Fig. 1: sequential cells grouped by signal name
Drawn at 1 px/micron. Other sequential cells in the stronger gray, the rest of the logic in the fainter gray.
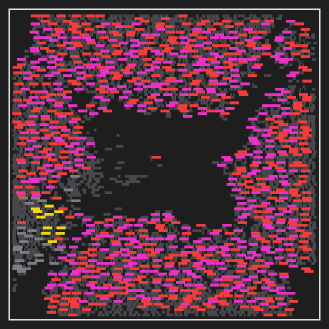
Fig. 2: routed metal, one color a layer
Drawn at 1 px/micron.
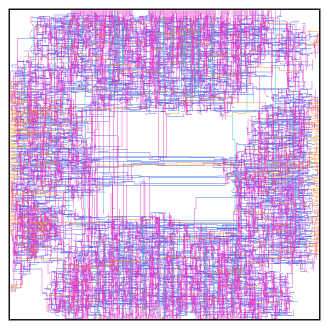
Fig. 3: routing congestion map
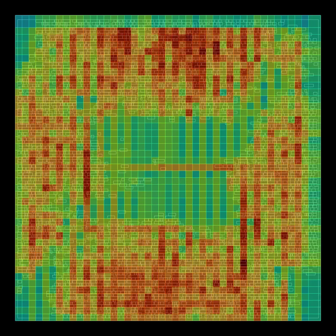
File: src/rtl/vertex_line_packer.sv
// vertex_line_packer: packs IN_W-bit DRAM beats into 512-bit BRAM lines
// and writes num_lines consecutive lines starting at base_addr.
//
// Ports:
//   clk, rst_n            clock, async active-low reset
//   start                 load pulse (IDLE only)
//   base_addr, num_lines  load setup, sampled on start
//   in_data, in_valid     beat stream in
//   in_ready              beat accepted when in_valid & in_ready
//   line_data, w_addr     BRAM write data and line address
//   we_out, en_out        BRAM write/enable pulse, one per line
//   busy, done            load in progress / 1-cycle completion pulse
//
// Optional build macro PACKER_ENDIAN_SWAP_EN: reverse the byte order
// of each beat before packing (big-endian DRAM images).

module vertex_line_packer #(
  parameter int IN_W   = 64,
  parameter int ADDR_W = 10
) (
  input  logic              clk,
  input  logic              rst_n,
  input  logic              start,
  input  logic [ADDR_W-1:0] base_addr,
  input  logic [ADDR_W:0]   num_lines,
  input  logic [IN_W-1:0]   in_data,
  input  logic              in_valid,
  output logic              in_ready,
  output logic [511:0]      line_data,
  output logic [ADDR_W-1:0] w_addr,
  output logic              we_out,
  output logic              en_out,
  output logic              busy,
  output logic              done
);

  localparam int BEATS = 512 / IN_W;
  localparam int BW    = (BEATS > 1) ? $clog2(BEATS) : 1;
  localparam logic [BW-1:0] LAST = BW'(BEATS - 1);

  typedef enum logic [1:0] {
    IDLE,
    FILL,
    FLUSH
  } state_t;

  state_t state_q;
  state_t state_d;

  logic [BW-1:0]     beat_q;
  logic [ADDR_W:0]   left_q;
  logic [ADDR_W-1:0] addr_q;
  logic [511:0]      asm_q;
  logic [511:0]      asm_d;
  logic [IN_W-1:0]   beat_data;
  logic              accept;
  logic              last_beat;
  logic              last_line;

  assign accept    = in_valid & in_ready;
  assign last_beat = (beat_q == LAST);
  assign last_line = (left_q == (ADDR_W+1)'(1));

`ifdef PACKER_ENDIAN_SWAP_EN
  always_comb begin
    beat_data = '0;
    for (int i = 0; i < IN_W/8; i++) begin
      beat_data[i*8 +: 8] = in_data[IN_W-8-i*8 +: 8];
    end
  end
`else
  assign beat_data = in_data;
`endif

  // Line including the beat being accepted this cycle, so the final
  // beat goes straight to line_data without an extra stage.
  always_comb begin
    asm_d = asm_q;
    for (int k = 0; k < BEATS; k++) begin
      if (beat_q == BW'(k)) begin
        asm_d[k*IN_W +: IN_W] = beat_data;
      end
    end
  end

  // State register
  always_ff @(posedge clk or negedge rst_n) begin
    if (!rst_n) begin
      state_q <= IDLE;
    end else begin
      state_q <= state_d;
    end
  end

  // Next-state logic
  always_comb begin
    state_d = state_q;
    unique case (state_q)
      IDLE: begin
        if (start) begin
          state_d = (num_lines == '0) ? FLUSH : FILL;
        end
      end
      FILL: begin
        if (accept && last_beat && last_line) begin
          state_d = FLUSH;
        end
      end
      FLUSH: begin
        state_d = IDLE;
      end
      default: begin
        state_d = IDLE;
      end
    endcase
  end

  // Output logic
  always_comb begin
    in_ready = 1'b0;
    busy     = 1'b0;
    unique case (state_q)
      IDLE: begin
        in_ready = 1'b0;
        busy     = 1'b0;
      end
      FILL: begin
        in_ready = 1'b1;
        busy     = 1'b1;
      end
      FLUSH: begin
        in_ready = 1'b0;
        busy     = 1'b1;
      end
      default: begin
        in_ready = 1'b0;
        busy     = 1'b0;
      end
    endcase
  end

  assign en_out = we_out;

  // Datapath: counters, assembly, write port
  always_ff @(posedge clk or negedge rst_n) begin
    if (!rst_n) begin
      beat_q    <= '0;
      left_q    <= '0;
      addr_q    <= '0;
      asm_q     <= '0;
      line_data <= '0;
      w_addr    <= '0;
      we_out    <= 1'b0;
      done      <= 1'b0;
    end else begin
      we_out <= 1'b0;
      done   <= (state_q == FLUSH);
      if (state_q == IDLE && start) begin
        addr_q <= base_addr;
        left_q <= num_lines;
        beat_q <= '0;
      end
      if (accept) begin
        asm_q  <= asm_d;
        beat_q <= last_beat ? '0 : beat_q + 1'b1;
        if (last_beat) begin
          line_data <= asm_d;
          w_addr    <= addr_q;
          we_out    <= 1'b1;
          addr_q    <= addr_q + 1'b1;
          left_q    <= left_q - 1'b1;
        end
      end
    end
  end

endmodule

File: config.mk
export PLATFORM = sky130hd
export DESIGN_NAME = vertex_line_packer
export DESIGN_NICKNAME = d
export VERILOG_FILES = /design/src/rtl/vertex_line_packer.sv
export SDC_FILE = /design/constraint.sdc
export NUM_CORES = 2
export LEC_CHECK = 0
export ABC_AREA = 0
export CORE_MARGIN = 2
export CORE_UTILIZATION = 45
export CTS_BUF_LIST = sky130_fd_sc_hd__clkbuf_8
export DETAILED_ROUTE_END_ITERATION = 8
export PLACE_DENSITY = 0.77
export SLEW_MARGIN = 20
export SYNTH_ARGS = -nofsm -noshare
export SYNTH_HDL_FRONTEND = slang
export SYNTH_SLANG_ARGS = --single-unit
File: constraint.sdc
create_clock -name clk -period 2.2 [get_ports clk]
set_input_delay 0.22 -clock clk [delete_from_list [all_inputs] [get_ports clk]]
set_output_delay 0.22 -clock clk [all_outputs]
set_load 0.03 [all_outputs]
==> run summary <==
Final #Nets: 4201
R2R Path End: line_data[95]
Yosys cell types: 45
Crit-path max cell delay: 0.68 ns
Root Buffer: clkbuf_8
CP Class: flop to primary output
DR WL met3: 6.25 mm
Clock Latency Late Sink: 0.86 ns
Antenna diodes: 1
DR WL met2: 56.9 mm
Number of global-route vias before repair: 29300
Post-CTS sizing: 256
Post-Route WL: 118 mm
DP HPWL: 77.2 mm
FFs w/ async S/R, synth: 1.00
Least-Margin Pin Slew: 0.907 ns
# Cells Yosys: 3449
Top layer reached by signal wires: met4
GRT Total Usage: 0.246
Max IR drop VDD: 0.514 mV
Registers: 998
Cell area leaders: dfrtp_1 (60%), mux2_2 (11%), mux2i_1 (11%), nand2_1 (6.1%), o21ai_0 (5.1%)
Max Clock Freq: 470 MHz
Slew headroom: 0.393
Final setup TNS: 0 ns
Hold Violations, Final: 0
Synth Area in XOR/XNOR: 0
Status: completed
Comb area: 15400 sq um
Worst hold path class: primary input to flop
Max-slew violation count: 0
Worst reg-to-reg path cell count: 7
Top area contributor share: 0.596
Floorplan Utilization: 0.456
And+or+nand+nor area frac: 0.0711
# Post-CTS Setup Buffers: 0
Core ar.: 91900 sq um
CLK BUF: 192
Cts bufs inserted: 164
Final WS setup: 0.0742 ns
Slowest cell on crit path: clkdlybuf4s50_1
Critical Path Fanout Max: 2
Worst path bufs/invs: 1
Drt first pass iters: 7
Post-synth mux share: 0.228
Well tap count: 1243
Leading cell kind: registers
Yosys aoi share: 0.0627
Drt wl/cell: 21.5 microns
Cts hold-fix bufs: 15
Largest net degree at the start of global routing: 109
Non-clk buf share: 0.149
Seq share, synth: 0.596
DR iter-0 viols: 2092
Hold path depth: 3
Clock buffer depth: 3
RR Startpoint: beat_q[0]
Buffers outside the clock class: 763
DRT met1 WL: 50.0 mm
Crit-path leading delay family: buffers and inverters
Synth flops: 998
Die Span Y: 309 microns
GRT met2 Usage: 0.395
Number of enable flip-flop cells: 0
Synth warn: 0
Leakage: 27.7 nW
Hold_ws: 0.103 ns
Number of warnings in the stage logs: 38
HP Start: base_addr[0]
Sequential Area: 25000 sq um
Mapped Cells: 3449
Mapped Avg Cell Area: 12.1 sq um
Post-synth top area cell: dfrtp_1
Clk slew on worst S/H paths: 0.06 ns
Share of layout cells above drive strength 1: 0.187
Filler cell count: 7552
Endpoints failing setup: 0
Max-cap violations: 0
Most frequent cell after synthesis: dfrtp_1
Final clock skew: 0.0567 ns
Yosys synthesis chip area: 41900 sq um
Gr ovfl total: 0
-- Fig. 1 (at the start) --
Key: magenta = `asm_q` [placed flops 448, where widely spread]; yellow = `left_q` [placed flops 11]; red = `line_data` [placed flops 512, where widely spread]
Another 27 sequential cells are not colored.

-- Fig. 2 (at the start) --
Key: orange = M3 [wire length 6250 microns]; cyan = M4 [wire length 4560 microns]; blue = M1 [wire length 50.0 mm]; magenta = M2 [wire length 56.9 mm]

-- Fig. 3 (at the start) --
fin util: 0.576
Top Usage Layer GRT: met2

==> where the power goes <==
group	total, W	switching [W]	internal [W]	leakage (nW)
clock	0.0155	0.00754	0.00799	1.87
combinational	0.00936	0.00454	0.00483	12.3
sequential	0.0224	0.00140	0.0210	13.6
==> metrics by stage <==
step	power, W	instance area [sq um]
floorplan	0.0289	41900
global placement	0.0316	49900
detailed placement	0.0321	49900
CTS	0.0477	52900
global route	0.0496	53000
finish	0.0473	53000
==> registers in the layout, indices dropped and copies added, names as in the netlist <==
name,cells
addr_q,10
asm_q,448
beat_q,3
done,1
en_out,1
left_q,11
line_data,512
state_q,2
w_addr,10
==> cell families (layout without fill, tap and decap cells) <==
group           after synthesis  after routing
simple gates                745            745
compound gates              507            507
mux                         896            896
other cells                   0              1
flops                       998            998
fa+ha+maj                    12             12
buf+inv                     291           1062
Power figures rest on the tool's default switching activity, not on a simulated workload.
